[src/rtl/seq_detector_param_if.sv]
// Bus bundle for seq_detector_param: configuration strobe/fields, qualified
// serial data in, match pulse and fill level out.
// Optional feature macro: MATCH_CNT_EN (adds the 16-bit match_cnt signal).
interface seq_detector_param_if #(
    parameter int PAT_W = 8,
    parameter int LEN_W = $clog2(PAT_W + 1)
);
    logic             cfg_load;
    logic [PAT_W-1:0] cfg_pattern;
    logic [LEN_W-1:0] cfg_len;
    logic             cfg_overlap;
    logic             in_valid;
    logic             in;
    logic             match;
    logic [LEN_W-1:0] fill;
`ifdef MATCH_CNT_EN
    logic [15:0]      match_cnt;

    modport master (
        output cfg_load, cfg_pattern, cfg_len, cfg_overlap, in_valid, in,
        input  match, fill, match_cnt
    );

    modport slave (
        input  cfg_load, cfg_pattern, cfg_len, cfg_overlap, in_valid, in,
        output match, fill, match_cnt
    );
`else
    modport master (
        output cfg_load, cfg_pattern, cfg_len, cfg_overlap, in_valid, in,
        input  match, fill
    );

    modport slave (
        input  cfg_load, cfg_pattern, cfg_len, cfg_overlap, in_valid, in,
        output match, fill
    );
`endif
endinterface

[src/rtl/seq_detector_param.sv]
// Run-time programmable serial pattern detector with overlapping and
// non-overlapping modes and a registered one-cycle match pulse.
// Optional feature macro: MATCH_CNT_EN (saturating 16-bit hit counter).
//
// state | meaning
// IDLE  | fewer than len valid bits collected since the last clear
// ARMED | at least len valid bits collected; the next valid bit can match
module seq_detector_param #(
    parameter int PAT_W = 8,
    parameter int LEN_W = $clog2(PAT_W + 1)
) (
    input  logic               clk,
    input  logic               reset,
    seq_detector_param_if.slave bus
);
    typedef enum logic {IDLE, ARMED} state_t;

    state_t           state;
    logic [PAT_W-1:0] pattern;
    logic [LEN_W-1:0] len;
    logic             overlap;
    logic [PAT_W-1:0] hist;
    logic [LEN_W-1:0] fill;
    logic             match_r;

    logic [PAT_W-1:0] hist_n;
    logic [LEN_W-1:0] fill_n;
    logic [LEN_W-1:0] len_clamp;
    logic [PAT_W-1:0] mask;
    logic             armed_n;
    logic             hit;

    // Next-sample history, saturating fill, compare mask and the hit decision.
    // Once ARMED the fill can only grow, so the state alone proves fill_n >= len.
    always_comb begin
        hist_n    = {hist[PAT_W-2:0], bus.in};
        fill_n    = (fill >= LEN_W'(PAT_W)) ? fill : fill + LEN_W'(1);
        len_clamp = (bus.cfg_len == '0 || bus.cfg_len > LEN_W'(PAT_W))
                    ? LEN_W'(PAT_W) : bus.cfg_len;
        mask = '0;
        for (int i = 0; i < PAT_W; i++) begin
            mask[i] = (i < int'(len));
        end
        armed_n = (state == ARMED) || (fill_n >= len);
        hit     = bus.in_valid && armed_n && (((hist_n ^ pattern) & mask) == '0);
    end

    // Config, history shift, IDLE/ARMED tracking and the registered match pulse.
    // Config beats a same-cycle data bit; a non-overlapping hit restarts from empty.
    always_ff @(posedge clk) begin
        if (reset) begin
            pattern <= '0;
            len     <= LEN_W'(1);
            overlap <= 1'b1;
            hist    <= '0;
            fill    <= '0;
            match_r <= 1'b0;
            state   <= IDLE;
        end else if (bus.cfg_load) begin
            pattern <= bus.cfg_pattern;
            len     <= len_clamp;
            overlap <= bus.cfg_overlap;
            hist    <= '0;
            fill    <= '0;
            match_r <= 1'b0;
            state   <= IDLE;
        end else if (bus.in_valid) begin
            match_r <= hit;
            if (hit && !overlap) begin
                hist  <= '0;
                fill  <= '0;
                state <= IDLE;
            end else begin
                hist  <= hist_n;
                fill  <= fill_n;
                state <= armed_n ? ARMED : IDLE;
            end
        end else begin
            match_r <= 1'b0;
        end
    end

    assign bus.match = match_r;
    assign bus.fill  = fill;

`ifdef MATCH_CNT_EN
    logic [15:0] match_cnt;

    // Saturating hit counter; a config load discards any same-cycle hit.
    always_ff @(posedge clk) begin
        if (reset || bus.cfg_load) begin
            match_cnt <= '0;
        end else if (hit && match_cnt != 16'hFFFF) begin
            match_cnt <= match_cnt + 16'd1;
        end
    end

    assign bus.match_cnt = match_cnt;
`endif
endmodule

[src/flat_wrapper.sv]
// flat-port wrapper written by rule: the top's interface ports become plain ports
module seq_detector_param_flat 
#(
    parameter int PAT_W = 8,
    parameter int LEN_W = $clog2(PAT_W + 1)
)
  (clk, reset, bus_cfg_load, bus_cfg_pattern, bus_cfg_len, bus_cfg_overlap, bus_in_valid, bus_in, bus_match, bus_fill);
  seq_detector_param_if #(.PAT_W(PAT_W), .LEN_W(LEN_W)) bus_i ();
  input  logic clk;
  input  logic reset;
  input wire logic [$bits(bus_i.cfg_load)-1:0] bus_cfg_load;
  input wire logic [$bits(bus_i.cfg_pattern)-1:0] bus_cfg_pattern;
  input wire logic [$bits(bus_i.cfg_len)-1:0] bus_cfg_len;
  input wire logic [$bits(bus_i.cfg_overlap)-1:0] bus_cfg_overlap;
  input wire logic [$bits(bus_i.in_valid)-1:0] bus_in_valid;
  input wire logic [$bits(bus_i.in)-1:0] bus_in;
  output wire logic [$bits(bus_i.match)-1:0] bus_match;
  output wire logic [$bits(bus_i.fill)-1:0] bus_fill;
  assign bus_i.cfg_load = bus_cfg_load;
  assign bus_i.cfg_pattern = bus_cfg_pattern;
  assign bus_i.cfg_len = bus_cfg_len;
  assign bus_i.cfg_overlap = bus_cfg_overlap;
  assign bus_i.in_valid = bus_in_valid;
  assign bus_i.in = bus_in;
  assign bus_match = bus_i.match;
  assign bus_fill = bus_i.fill;
  seq_detector_param #(.PAT_W(PAT_W), .LEN_W(LEN_W)) u_core (.clk(clk), .reset(reset), .bus(bus_i));
endmodule
[config.mk]
export PLATFORM = sky130hd
export DESIGN_NAME = seq_detector_param_flat
export DESIGN_NICKNAME = d
export VERILOG_FILES = /design/src/rtl/seq_detector_param_if.sv /design/src/rtl/seq_detector_param.sv /design/src/flat_wrapper.sv
export SDC_FILE = /design/constraint.sdc
export NUM_CORES = 1
export LEC_CHECK = 0
export CORE_MARGIN = 10
export CORE_UTILIZATION = 45
export DETAILED_ROUTE_END_ITERATION = 8
export GPL_TIMING_DRIVEN = 1
export HOLD_SLACK_MARGIN = 0.1
export PLACE_DENSITY = 0.71
export RECOVER_POWER = 25
export SLEW_MARGIN = 20
export SYNTH_ARGS = -nofsm -noshare
export SYNTH_HDL_FRONTEND = slang
export SYNTH_SLANG_ARGS = --single-unit
[constraint.sdc]
create_clock -name clk -period 4.3 [get_ports clk]
set_input_delay 0.43 -clock clk [delete_from_list [all_inputs] [get_ports clk]]
set_output_delay 0.43 -clock clk [all_outputs]
set_load 0.02 [all_outputs]
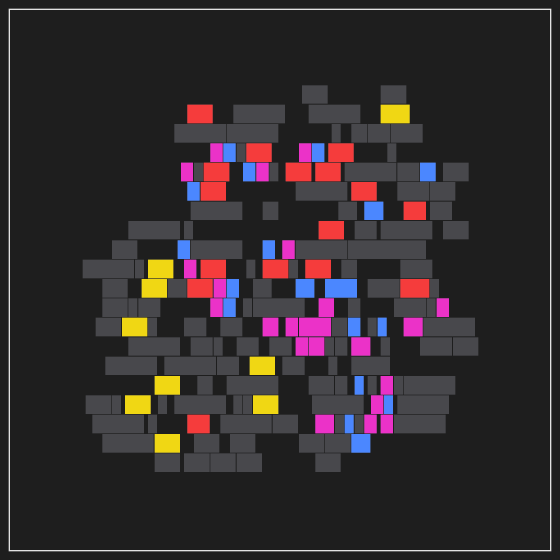
Run 1: gate-type map
[yellow] multiplexers | cells: 9 | most used: mux2i_1
[magenta] inverting AOI/OAI gates | cells: 22 | most used: o21ai_0
[blue] NAND gates | cells: 18 | most used: nand3_1
[red] AND-OR and OR-AND gates | cells: 16 | most used: a32o_1
commonest non-fill, non-tap cell in the layout: dfxtp_1
multi-input gate share of the layout cell area: 46.5%
Layout Cells excl Fill: 216

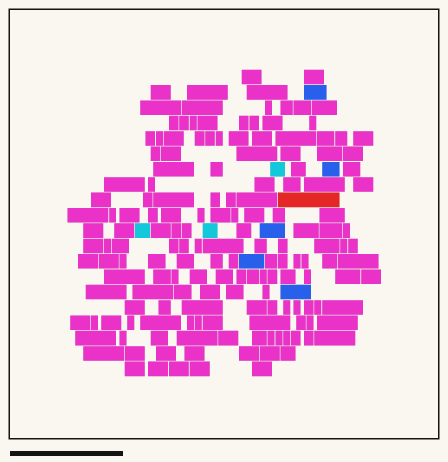
Run 1: drive-strength map
The bar under the picture is 20 um long.
[blue] _2 cells | cells: 5
[magenta] _0 and _1 cells | cells: 163
[red] _6 and larger | cells: 1
[cyan] _3 and _4 cells | cells: 3
smallest setup slack after layout: 1740 ps
area overhead of the layout relative to synthesis: 19.7%

==> notes.md, run 1 <==
impl run done, here's what came out: number of instances resized during post-cts repair=0, fraction of layout cells with a size suffix above 1=5.23%, aggregate global-route resource usage=10.9%, drt first pass iters=4, final clock skew=2.93 ps, Sum Neg Setup Slack=0 ps, antenna violations before repair=0, number of nets in the synthesized netlist=180, flip-flop and latch count after synthesis=26, warnings from Yosys=0, placed cell count=212, worst hold-check path type=reg2reg, final hold violation count=0, transition time at the pin with the least slew margin=795 ps, arrival time at the worst endpoint=2840 ps, OpenROAD warning count=28, category of the critical setup timing path=reg2reg, Sink Count=26, flip-flops with a built-in enable=0, Worst EP required=4580 ps, synthesized area divided by synthesized cell count=8.97 um2, die height=75.8 um, maximum level of the CTS H-tree=1, max-cap violation count=0, Vias/cell=5.36, Yosys top cell by instances=dfxtp_1, number of DRC markers after the initial detailed-route iteration=96, DPL Wire Length=2300 um, number of distinct standard cells referenced by the synthesized netlist=33, Diodes inserted=0, sort of element at the start of the critical path=flop, fin. max-slew vios=0, outcome=finished, final reports clean, worst vdd rail ir drop=188 uV, Core Density at Floorplan=46.2%, clock edge transition at the registers on the reported setup and hold paths=140 ps, Leak=0.642 nW, Gate Count Post-Synth=156, hold-fix buffers at CTS=0, final critical-path share of the clock period=59.5%, power per unit of standard cell area=307 nW/um2, post-synthesis cell count from yosys=156, top-area cell type share of the netlist area=37.2%, area of the core=3030 um2, maximum fanout along the worst path=12, total global routing overflow=0, Register Area=520 um2, critical path launch point=u_core.bus.fill[0], pin count of the biggest net entering global routing=23, commonest register cell after synthesis=dfxtp_1, Core Rows=20, share of async-settable or async-resettable flops after synthesis=0%, Seq/Total Area, Yosys=37.2%, endpoint class of the critical path=flop, total standard cell area after synthesis=1400 um2, Top Ports=23, RSZ-0062 raised after global routing=no, I/O Buffers=22, Tmin final=2560 ps, startpoint of the most critical hold path=u_core.pattern[4], setup repair bufs after CTS=0, Routability Congestion=0.819, critical register-to-register path startpoint=u_core.bus.fill[0], Via Count=1158, wire length reported by the detailed router=3000 um, die footprint=5740 um2, commonest cells in the synthesized netlist=26 x dfxtp_1, 15 x nor2_1, 13 x inv_1, 10 x xnor2_1, Yosys Chip Area=1400 um2, setup-violating endpoint count in the final report=0, wire length per cell=13.9 um, remaining antenna violation count=0, first-pass GRT wire length=4900 um, number of global-route vias before repair=1091, relative slew slack=46.8%, worst hold slack=542 ps, fillcell total=279, clock buffer count from CTS=3, footprint of the multi-input gates=778 um2, Top cells by area=dfxtp_1 37%, a32o_1 6.4%, xnor2_1 6.3%, highest clock frequency the design can meet=391 MHz, Yosys top cell by area=dfxtp_1, DIE WIDTH=75.8 um, final net count=197, DRC=0
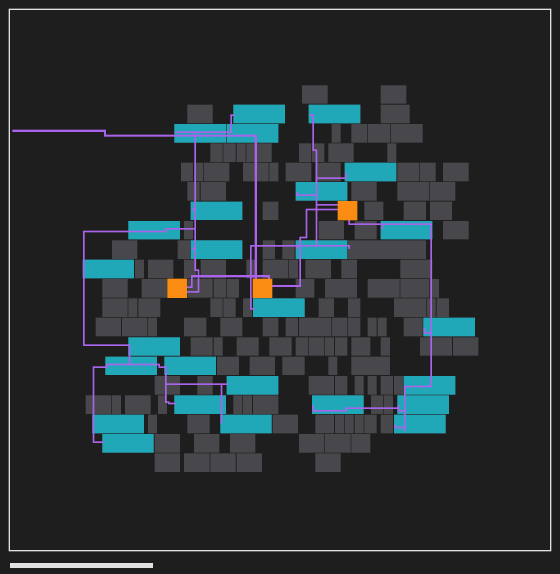
Run 1: routed clock nets over the placement
The bar under the picture is 20 um long.
[cyan] flip-flops | count: 26
[purple] clock wires | length: 335 um
[orange] clock drivers | count: 3
routed clock nets: 4
insertion delay at the late pin of the worst-skew pair: 330 ps
clock network power: 0.170 mW

[run 1: state kept, by name, summed over array words and instances, names as in the netlist]
| register | flops |
|---|---|
| u_core.pattern | 8 |
| u_core.hist | 7 |
| u_core.bus.fill | 4 |
| u_core.len | 4 |
| u_core.bus.match | 1 |
| u_core.overlap | 1 |
| u_core.state | 1 |
[run 1: area by class of cell]
type	instances	area share (%)
Timing Repair Buffer	22	13.1
Clock buffer	3	1.34
Inverter	13	2.91
Tap cell	44	3.29
Sequential cell	26	31.1
Multi-Input combinational cell	107	46.5
Clock inverter	1	1.79
[run 1: worst paths after layout]
kind              cells past startpoint  slack (ps)           endpoint
setup / recovery                      9        1740     u_core.hist[2]
hold / removal                        2         540  u_core.pattern[4]
hold reg to reg                       2         540  u_core.pattern[4]
setup reg to reg                      9        1740     u_core.hist[2]
[run 1: layout by cell type, fill, tap and decap left out, drive strengths merged, types with 2 or more instances in the layout]
cell type | Yosys | final
inv | 13 | 13
nor2 | 15 | 15
a211oi | 3 | 3
xnor2 | 10 | 10
clkbuf | 7 | 3
nand2 | 4 | 4
nand3 | 9 | 9
nor2b | 3 | 3
a21oi | 6 | 6
mux2i | 8 | 8
clkdlybuf4s50 | 0 | 21
o211a | 3 | 3
nand3b | 3 | 3
a32o | 9 | 9
o22ai | 3 | 3
nor3 | 3 | 3
o21ai | 9 | 9
xor2 | 2 | 2
ha | 6 | 6
dfxtp | 26 | 26
[run 1: cells by family after synthesis]
logic type / Yosys count / share of synthesized area [%]
compound gates: 38 / 20.6
xor+xnor: 12 / 7.51
simple gates: 42 / 15.6
flops: 26 / 37.2
mux: 9 / 6.52
buf+inv: 23 / 7.24
fa+ha+maj: 6 / 5.36
[run 1: layer usage]
| metal | track usage [%] | vias up | part of all wire (%) |
|---|---|---|---|
| li1 | - | 590 | - |
| met1 | 12.5 | 544 | 44 |
| met2 | 19.0 | 22 | 51 |
| met3 | 3.52 | 2 | 4.4 |
| met4 | 2.47 | 0 | 0.70 |
| met5 | 0 | - | 0 |
[run 1: stage by stage]
stage / power, mW / instance area [um2] / util, % / worst slack [ps]
after floorplan: 0.322 / 1400 / - / 1840
after global placement: 0.347 / 1620 / 53.6 / 1620
after detailed placement: 0.351 / 1620 / 53.6 / 1540
after CTS: 0.519 / 1680 / 55.3 / 1730
after global routing: 0.537 / 1680 / 55.3 / 1560
final: 0.515 / 1680 / 55.3 / 1740
[run 1: report_power, final]
part / switching (mW) / internal, mW / total [mW]
Sequential: 0.0125 / 0.251 / 0.264
Clock: 0.0761 / 0.0943 / 0.170
Combinational: 0.0397 / 0.0414 / 0.0811
Total: 0.128 / 0.387 / 0.515
[run 1: worst max-delay path: stages, from the launching register on]
cell,delay (ps)
dfxtp_1,450
inv_1,100
ha_1,290
mux2_2,300
ha_1,280
o211ai_1,160
a21oi_1,60
a2111o_1,380
nand4_2,260
a32o_1,220
Run 1, clock routing:
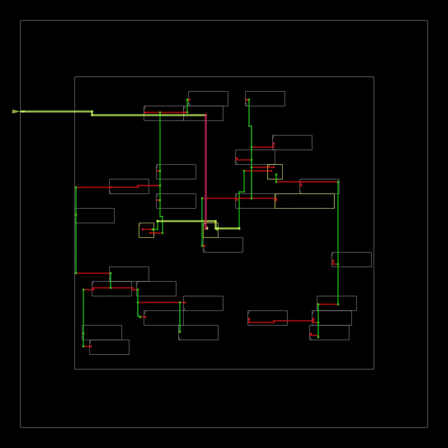

==> run 2: changes to the inputs <==
==> constraint.sdc (replaced) <==
create_clock -name clk -period 2.45 [get_ports clk]
set_input_delay 0.245 -clock clk [delete_from_list [all_inputs] [get_ports clk]]
set_output_delay 0.245 -clock clk [all_outputs]
set_load 0.02 [all_outputs]
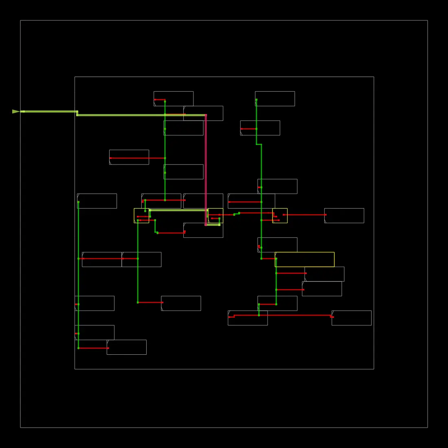
Run 2: clock routing
final clock skew: 5.75 ps
Sink Count: 26
insertion delay at the late pin of the worst-skew pair: 320 ps

==> run 2 against run 1 <==
Clock-buffer cell count is the same. Synthesized area is the same. Hold slack lost 32 ps. Clock skew grew 2.8 ps. Sequential share of layout area shrank 1.4 points. First-iteration DRC count grew 7.3%. Utilization grew 3.0 points. Synthesized cell count is the same. Sequential cell count is the same. Non-clock buffer count grew 6. Critical path depth is the same. Critical path type unchanged. Largest cell class unchanged.
==> notes.md, run 2 <==
impl run done, here's what came out: I/O Buffers=22 (unchanged), setup-violating endpoint count in the final report=0 (unchanged), wire length reported by the detailed router=3220 um (+7.3%), power per unit of standard cell area=523 nW/um2 (+70%), Yosys top cell by instances=dfxtp_1, total global routing overflow=0 (unchanged), DIE WIDTH=75.8 um (unchanged), transition time at the pin with the least slew margin=911 ps (+116 ps), Yosys top cell by area=dfxtp_1, Root Driver=clkbuf_4, maximum fanout along the worst path=6 (-6), GR met1 Demand/Resource=14.3% (+1.7 points), Diodes inserted=0 (unchanged), sort of element at the start of the critical path=flop, die height=75.8 um (unchanged), arrival time at the worst endpoint=2570 ps (-270 ps), warnings from Yosys=0 (unchanged), number of DRC markers after the initial detailed-route iteration=103 (+7.3%), Routability Congestion=0.876 (+7.0%), hold-fix buffers at CTS=0 (unchanged), final hold violation count=0 (unchanged), DPL Wire Length=2410 um (+4.9%), commonest register cell after synthesis=dfxtp_1, commonest cells in the synthesized netlist=26 x dfxtp_1, 15 x nor2_1, 13 x inv_1, 10 x xnor2_1, fillcell total=260 (-6.8%), area overhead of the layout relative to synthesis=26.2%, final net count=204 (+3.6%), Top cells by area=dfxtp_1 37%, a32o_1 6.4%, xnor2_1 6.3%, Tmin final=2290 ps (-266 ps), synthesized area divided by synthesized cell count=8.97 um2 (unchanged), OpenROAD warning count=28 (unchanged), flip-flop and latch count after synthesis=26 (unchanged), clock buffer count from CTS=3 (unchanged), largest registers=u_core.pattern (8), u_core.hist (7), commonest non-fill, non-tap cell in the layout=dfxtp_1, first-pass GRT wire length=5280 um (+7.7%), drt first pass iters=4 (unchanged), fraction of layout cells with a size suffix above 1=9.50% (+4.3 points), Top Ports=23 (unchanged), outcome=finished, final reports clean, number of nets in the synthesized netlist=180 (unchanged), top-area cell type share of the netlist area=37.2% (unchanged), worst vdd rail ir drop=494 uV (+160%), fin. max-slew vios=0 (unchanged), met3 layer usage reported by global route=3.52% (unchanged), Yosys Chip Area=1400 um2 (unchanged), most frequent cells in the layout=25 x dfxtp_1, 21 x clkdlybuf4s50_1, 15 x nor2_1, 13 x inv_1, 10 x xnor2_1, met2 demand-to-capacity share in global routing=20.0% (+1.0 points), number of flip-flops in the largest register=8 (unchanged), Leak=0.674 nW (+4.9%), remaining antenna violation count=0 (unchanged), Final Power=0.924 mW (+79%), Core Rows=20 (unchanged), number of global-route vias before repair=1122 (+2.8%), clock edge transition at the registers on the reported setup and hold paths=140 ps (about the same), RSZ-0062 raised after global routing=no, antenna violations before repair=0 (unchanged), Vias/cell=5.22 (-2.6%), buffer depth of the longest clock path=2, register with the most flip-flops=u_core.pattern, share of async-settable or async-resettable flops after synthesis=0% (unchanged), die footprint=5740 um2 (unchanged), endpoint class of the critical path=flop, post-synthesis cell count from yosys=156 (unchanged), category of the critical setup timing path=reg2reg, Via Count=1165 (+0.60%), Gate Count Post-Synth=156 (unchanged), maximum level of the CTS H-tree=1 (unchanged), number of distinct standard cells referenced by the synthesized netlist=33 (unchanged), aggregate global-route resource usage=11.7% (+0.83 points), flip-flops with a built-in enable=0 (unchanged), busiest layer in global routing=met2, final critical-path share of the clock period=93.7% (+34 points), Seq/Total Area, Yosys=37.2% (unchanged), highest clock frequency the design can meet=436 MHz (+12%), wire length per cell=14.4 um (+3.9%), worst hold-check path type=in2reg, clock tree from TritonCTS=yes, max-cap violation count=0 (unchanged), Sum Neg Setup Slack=0 ps (unchanged), relative slew slack=39.3% (-7.5 points), Worst EP required=2730 ps (-1850 ps), Core Density at Floorplan=46.2% (unchanged), total standard cell area after synthesis=1400 um2 (unchanged), pin count of the biggest net entering global routing=18 (-22%), area of the core=3030 um2 (unchanged), DRC=0 (unchanged)
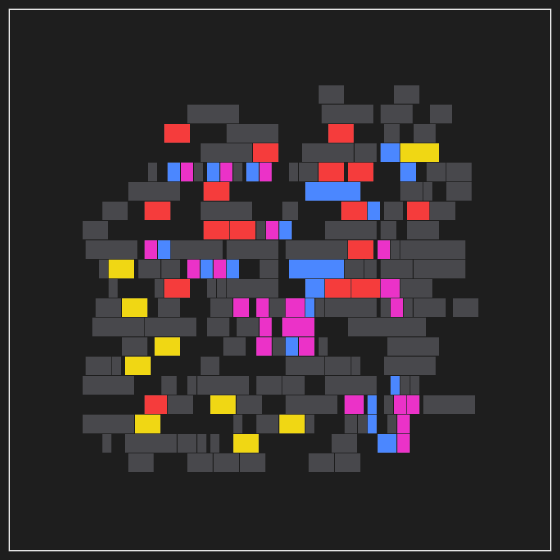
Run 2: gate-type map
[red] AND-OR and OR-AND gates | cells: 16 | most used: a32o_1
[yellow] multiplexers | cells: 9 | most used: mux2i_1
[blue] NAND gates | cells: 19 | most used: nand3_1
[magenta] inverting AOI/OAI gates | cells: 22 | most used: o21ai_0
multi-input gate share of the layout cell area: 46.7%
Layout Cells excl Fill: 223

## run 2: cell counts after synthesis
Identical to the previous run, type by type.
## run 2: cell type report
class	count	area (um2)	share of cell area, %
flip-flops and latches	26	524	29.7
repair buffers	28	262	14.8
inverters	13	48.8	2.76
clock buffers	3	22.5	1.27
clock inverters	1	30.0	1.70
well taps	44	55.1	3.12
multi-input cells	108	825	46.7
## run 2: stage by stage
| stage | hold WS [ps] | setup slack (ps) | instances | util [%] | instance area (um2) |
|---|---|---|---|---|---|
| final | 510 | 155 | 223 | 58.3 | 1770 |
| after global routing | 506 | 34.4 | 223 | 58.3 | 1770 |
| after CTS | 501 | 28.2 | 221 | 56.9 | 1720 |
| after detailed placement | 507 | -29.0 | 217 | 54.9 | 1660 |
| after global placement | 505 | 94.6 | 217 | 54.9 | 1660 |
| after floorplan | 318 | 58.8 | 156 | - | 1400 |
## run 2: worst paths after layout
path         slack, ps           endpoint  cells past startpoint                from
min                510     u_core.overlap                      2     bus_cfg_overlap
max reg2reg        160     u_core.hist[6]                      9  u_core.bus.fill[0]
min reg2reg        530  u_core.pattern[0]                      2   u_core.pattern[0]
max                160     u_core.hist[6]                      9  u_core.bus.fill[0]
## run 2: report_power, final
part	switching (mW)	total, mW	internal [mW]
Clock	0.129	0.295	0.165
Combinational	0.0842	0.167	0.0833
Sequential	0.0218	0.462	0.440
Total	0.235	0.924	0.689
## run 2: worst max-delay path, stage by stage, from the launching register on
cell and delay (ps):
dfxtp_4 380, inv_1 120, ha_4 210, mux2_4 290
ha_1 270, o211ai_1 180, a21oi_1 60, a2111o_1 390
nand4_4 180, a32o_1 180
## run 2: cell families (layout without fill, tap and decap cells)
| logic type | count (synthesis) | in the layout | share of synthesized area [%] |
|---|---|---|---|
| simple gates | 42 | 43 | 15.6 |
| compound gates | 38 | 38 | 20.6 |
| flops | 26 | 26 | 37.2 |
| buf+inv | 23 | 45 | 7.24 |
| xor+xnor | 12 | 12 | 7.51 |
| mux | 9 | 9 | 6.52 |
| fa+ha+maj | 6 | 6 | 5.36 |
## run 2: per-layer routing
layer / vias to the layer above / routed length [um]
li1: 609 / -
met5: - / 0
met4: 0 / 20
met2: 18 / 1650
met1: 536 / 1440
met3: 2 / 109
## run 2: what timing repair did
| item | in CTS | in global routing |
|---|---|---|
| pin swaps | 0 | 4 |
| gates cloned | 0 | 1 |
| setup endpoints to repair | 11 | 12 |
| setup buffers | 0 | 1 |
| resized | 1 | 4 |
Run 2, drive-strength map:
The bar under the picture is 20 um long.
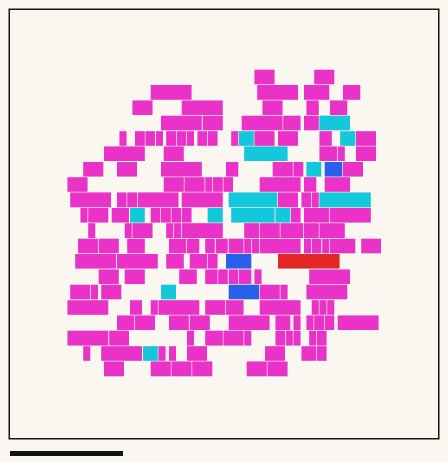

==> run 3: changes to the inputs <==
--- a/config.mk
+++ b/config.mk
@@ -6,11 +6,11 @@
 export NUM_CORES = 1
 export LEC_CHECK = 0
 export CORE_MARGIN = 10
-export CORE_UTILIZATION = 45
+export CORE_UTILIZATION = 52
 export DETAILED_ROUTE_END_ITERATION = 8
 export GPL_TIMING_DRIVEN = 1
 export HOLD_SLACK_MARGIN = 0.1
-export PLACE_DENSITY = 0.71
+export PLACE_DENSITY = 0.8
 export RECOVER_POWER = 25
 export SLEW_MARGIN = 20
 export SYNTH_ARGS = -nofsm -noshare
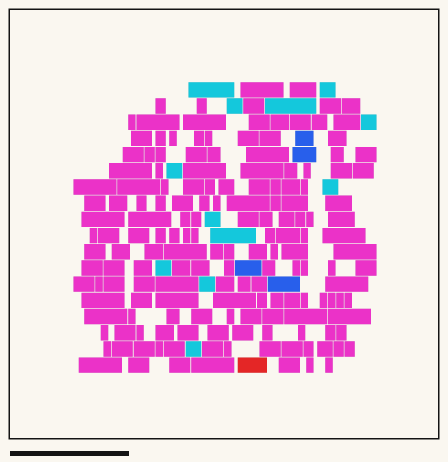
Run 3: drive-strength map
The bar under the picture is 20 um long.
[blue] _2 cells | cells: 4
[cyan] _3 and _4 cells | cells: 12
[magenta] _0 and _1 cells | cells: 163
[red] _6 and larger | cells: 1
area of all placed cells without fillers: 1720 um2
area overhead of the layout relative to synthesis: 23.1%

==> run 3 against run 2 <==
Die size down 10%. Register-to-register slack worse by 50 ps. Non-clock buffer count up 1. Highest routed layer unchanged. Sequential power about the same. Synthesized area unchanged. Combinational power about the same.
==> notes.md, run 3 <==
impl run done, here's what came out: final hold violation count=0 (unchanged), sequential group share of total power=54.6% (+4.6 points), Gate Count Post-Synth=156 (unchanged), largest non-sequential cell family by area=AND-OR/OR-AND gates, maximum fanout along the worst path=6 (unchanged), flip-flops with a built-in enable=0 (unchanged), transition time at the pin with the least slew margin=868 ps (-42.3 ps), register with the most flip-flops=u_core.pattern, DP Worst Slack=4.38 ps (+33.4 ps), commonest cells in the synthesized netlist=26 x dfxtp_1, 15 x nor2_1, 13 x inv_1, 10 x xnor2_1, category of the critical setup timing path=reg2reg, outcome=finished, final reports clean, xor+xnor area frac=7.51% (unchanged), Via Count=1189 (+2.1%), adder and majority gate portion of the synthesized area=5.36% (unchanged), number of distinct standard cells referenced by the synthesized netlist=33 (unchanged), Worst R2R Setup Slack=100 ps (-50 ps), post-layout util=68.4% (+10 points), commonest non-fill, non-tap cell in the layout=dfxtp_1, total standard cell area after synthesis=1400 um2 (unchanged), Diodes inserted=0 (unchanged), setup-violating endpoint count in the final report=0 (unchanged), proportion of power drawn by the clock network=25.2% (-6.7 points), fillcell total=216 (-17%), share of async-settable or async-resettable flops after synthesis=0% (unchanged), post-synthesis mux area share=6.52% (unchanged), fin. max-slew vios=0 (unchanged), number of global-route vias before repair=1190 (+6.1%), Leak=0.669 nW (-0.72%), flip-flop and latch count after synthesis=26 (unchanged), Vias/cell=5.66 (+8.4%), footprint of the multi-input gates=808 um2 (-2.0%), DIE WIDTH=71.9 um (-5.1%), area of the core=2520 um2 (-17%), DRC=0 (unchanged), max-cap violation count=0 (unchanged), total global routing overflow=0 (unchanged), Sink Count=26 (unchanged), clock edge transition at the registers on the reported setup and hold paths=130 ps (about the same), Sum Neg Setup Slack=0 ps (unchanged), fraction of layout cells with a size suffix above 1=9.44% (-0.053 points), Top cells by area=dfxtp_1 37%, a32o_1 6.4%, xnor2_1 6.3%, arrival time at the worst endpoint=2610 ps (+40 ps), number of DRC markers after the initial detailed-route iteration=86 (-17%), hold-fix buffers at CTS=0 (unchanged), pin count of the biggest net entering global routing=18 (unchanged), die footprint=5170 um2 (-10%), highest clock frequency the design can meet=426 MHz (-2.2%), number of flip-flops in the largest register=8 (unchanged), Routability Congestion=0.816 (-6.8%), switch share=27.3% (+1.8 points), worst hold-check path type=in2reg, clock tree from TritonCTS=yes, Final Power=0.844 mW (-8.6%), remaining antenna violation count=0 (unchanged), sort of element at the start of the critical path=flop, Yosys top cell by instances=dfxtp_1, post-synthesis share of cell area spent on and, or, nand and nor gates=15.6% (unchanged), net switching component of the power=0.230 mW (-2.0%), total internal power=0.614 mW (-11%), power per unit of standard cell area=490 nW/um2 (-6.4%), Worst EP required=2720 ps (about the same), worst hold slack=522 ps (+11.8 ps), buffer depth of the longest clock path=2 (unchanged), Compound Share, Synth=20.6% (unchanged), Top Ports=23 (unchanged), aggregate global-route resource usage=12.4% (+0.66 points), wire length reported by the detailed router=3230 um (+0.34%), Yosys Chip Area=1400 um2 (unchanged), clock buffer count from CTS=3 (unchanged), Root Driver=clkbuf_4, OpenROAD warning count=28 (unchanged), first-pass GRT wire length=5350 um (+1.4%), Register Area=524 um2 (unchanged), relative slew slack=42.1% (+2.8 points), worst vdd rail ir drop=402 uV (-19%), commonest register cell after synthesis=dfxtp_1, antenna violations before repair=0 (unchanged), Yosys top cell by area=dfxtp_1, insertion delay at the late pin of the worst-skew pair=310 ps (about the same), part of the power in combinational logic=20.1% (+2.0 points), I/O Buffers=22 (unchanged), wire length per cell=15.4 um (+6.6%), endpoint class of the critical path=flop, number of nets in the synthesized netlist=180 (unchanged), warnings from Yosys=0 (unchanged), most frequent cells in the layout=25 x dfxtp_1, 21 x clkdlybuf4s50_1, 15 x nor2_1, 13 x inv_1, 10 x xnor2_1, post-synthesis cell count from yosys=156 (unchanged), cell area after placement=1640 um2 (-1.1%), synthesized area divided by synthesized cell count=8.97 um2 (unchanged), Seq/Total Area, Yosys=37.2% (unchanged), final critical-path share of the clock period=95.8% (+2.1 points), Layout Cells excl Fill=210 (-5.8%), smallest setup slack after layout=103 ps (-52.4 ps), maximum level of the CTS H-tree=1 (unchanged), Core Rows=18 (-10%), DPL Wire Length=2410 um (-0.12%), Core Density at Floorplan=55.5% (+9.3 points), placed cell count=203 (-6.5%), top-area cell type share of the netlist area=37.2% (unchanged), drt first pass iters=4 (unchanged), largest registers=u_core.pattern (8), u_core.hist (7)
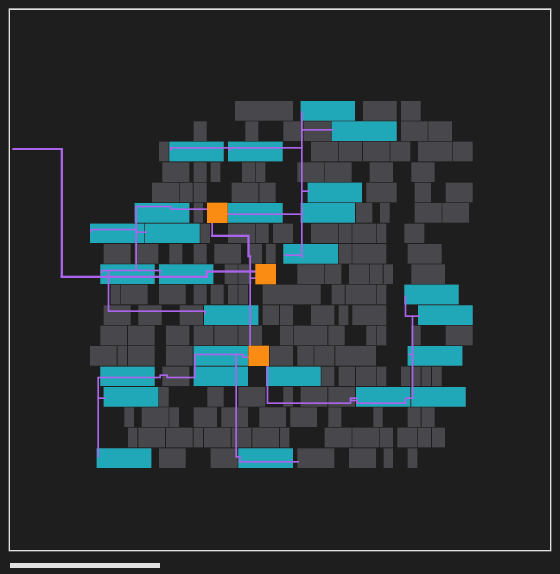
Run 3: routed clock nets over the placement
The bar under the picture is 20 um long.
[orange] clock drivers | count: 3
[cyan] flip-flops | count: 26
[purple] clock wires | length: 292 um
routed clock nets: 4
clock network power: 0.213 mW
final clock skew: 1.04 ps

run 3: cell counts after synthesis:
Identical to the previous run, type by type.
run 3: worst max-delay path, cell delays in order (launching register included):
cell and delay (ps):
dfxtp_4 390, inv_1 70, ha_1 300, mux2_2 290
ha_1 270, o211ai_1 150, a21oi_1 60, a2111o_1 410
nand4_4 190, a32o_1 180
run 3: cell families after synthesis:
group                      after synthesis
buffers and inverters                   23
AOI/OAI and AO/OA                       38
muxes                                    9
and+or+nand+nor                         42
xor gates and xnor gates                12
adders and majority gates                6
DFF                                     26
run 3: power groups by stage:
stage	logic [mW]	clock network (mW)	registers, mW
after floorplan	0.0987	0	0.466
after global placement	0.144	0	0.470
after detailed placement	0.150	0	0.472
after CTS	0.155	0.218	0.462
after global routing	0.187	0.237	0.464
final	0.170	0.213	0.461
run 3: final timing paths:
kind,to,depth (start not counted),start
worst max-delay path,u_core.hist[6],9,u_core.bus.fill[0]
worst min register to register,u_core.pattern[4],2,u_core.pattern[4]
worst max register to register,u_core.hist[6],9,u_core.bus.fill[0]
worst min-delay path,u_core.overlap,2,bus_cfg_overlap
run 3: final cells by class:
type / count / share of cell area [%]
inverters: 13 / 2.83
multi-input cells: 108 / 46.9
flip-flops and latches: 26 / 30.4
well taps: 30 / 2.18
repair buffers: 29 / 15.6
clock buffers: 4 / 2.10
run 3: timing repair:
| action | 4_1_cts | 5_1_grt |
|---|---|---|
| endpoints found under the setup margin | 8 | 12 |
| buffers inserted | 0 | 2 |
| pin swaps | 0 | 1 |
| resized | 1 | 2 |
| gates cloned | 0 | 1 |
run 3: per-layer routing:
metal	part of all wire, %	global-route usage (%)
met5	0	0
met4	0.53	3.23
met3	2.7	2.45
met2	52	22.6
met1	45	14.1

==> screenshots <==
Register map, names as in the netlist.
Other sequential cells in the stronger gray, the rest of the logic in the fainter gray.
shot_01.png
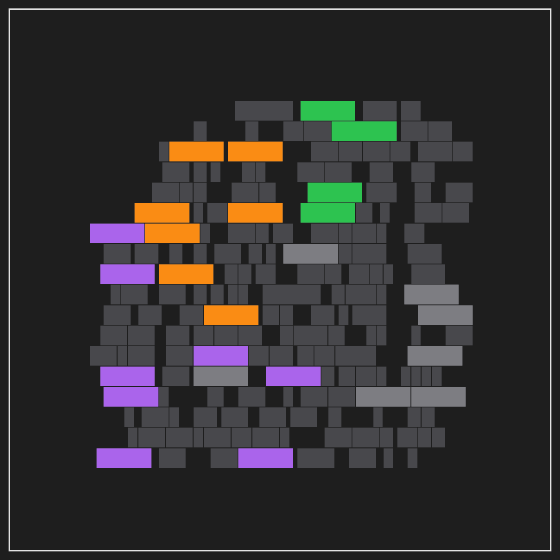
shot_02.png
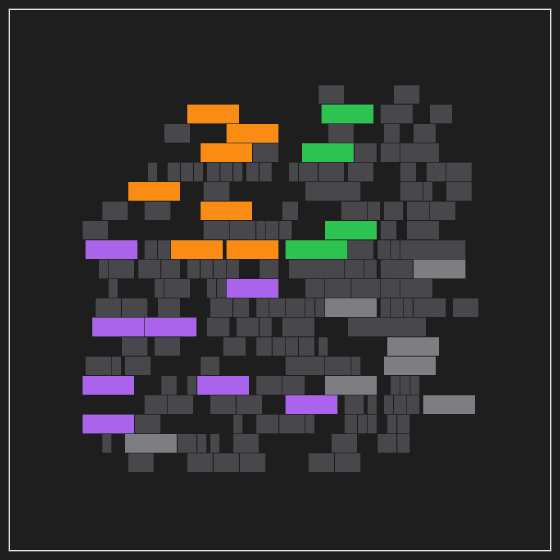
run 3: shot_01.png
run 2: shot_02.png

Key to shot_02.png:
[orange] u_core.hist | sequential cells: 7
[purple] u_core.pattern | sequential cells: 8
[green] u_core.bus.fill | sequential cells: 4
not colored: 7

No activity file was given, so power comes from the tool's default toggle rates.
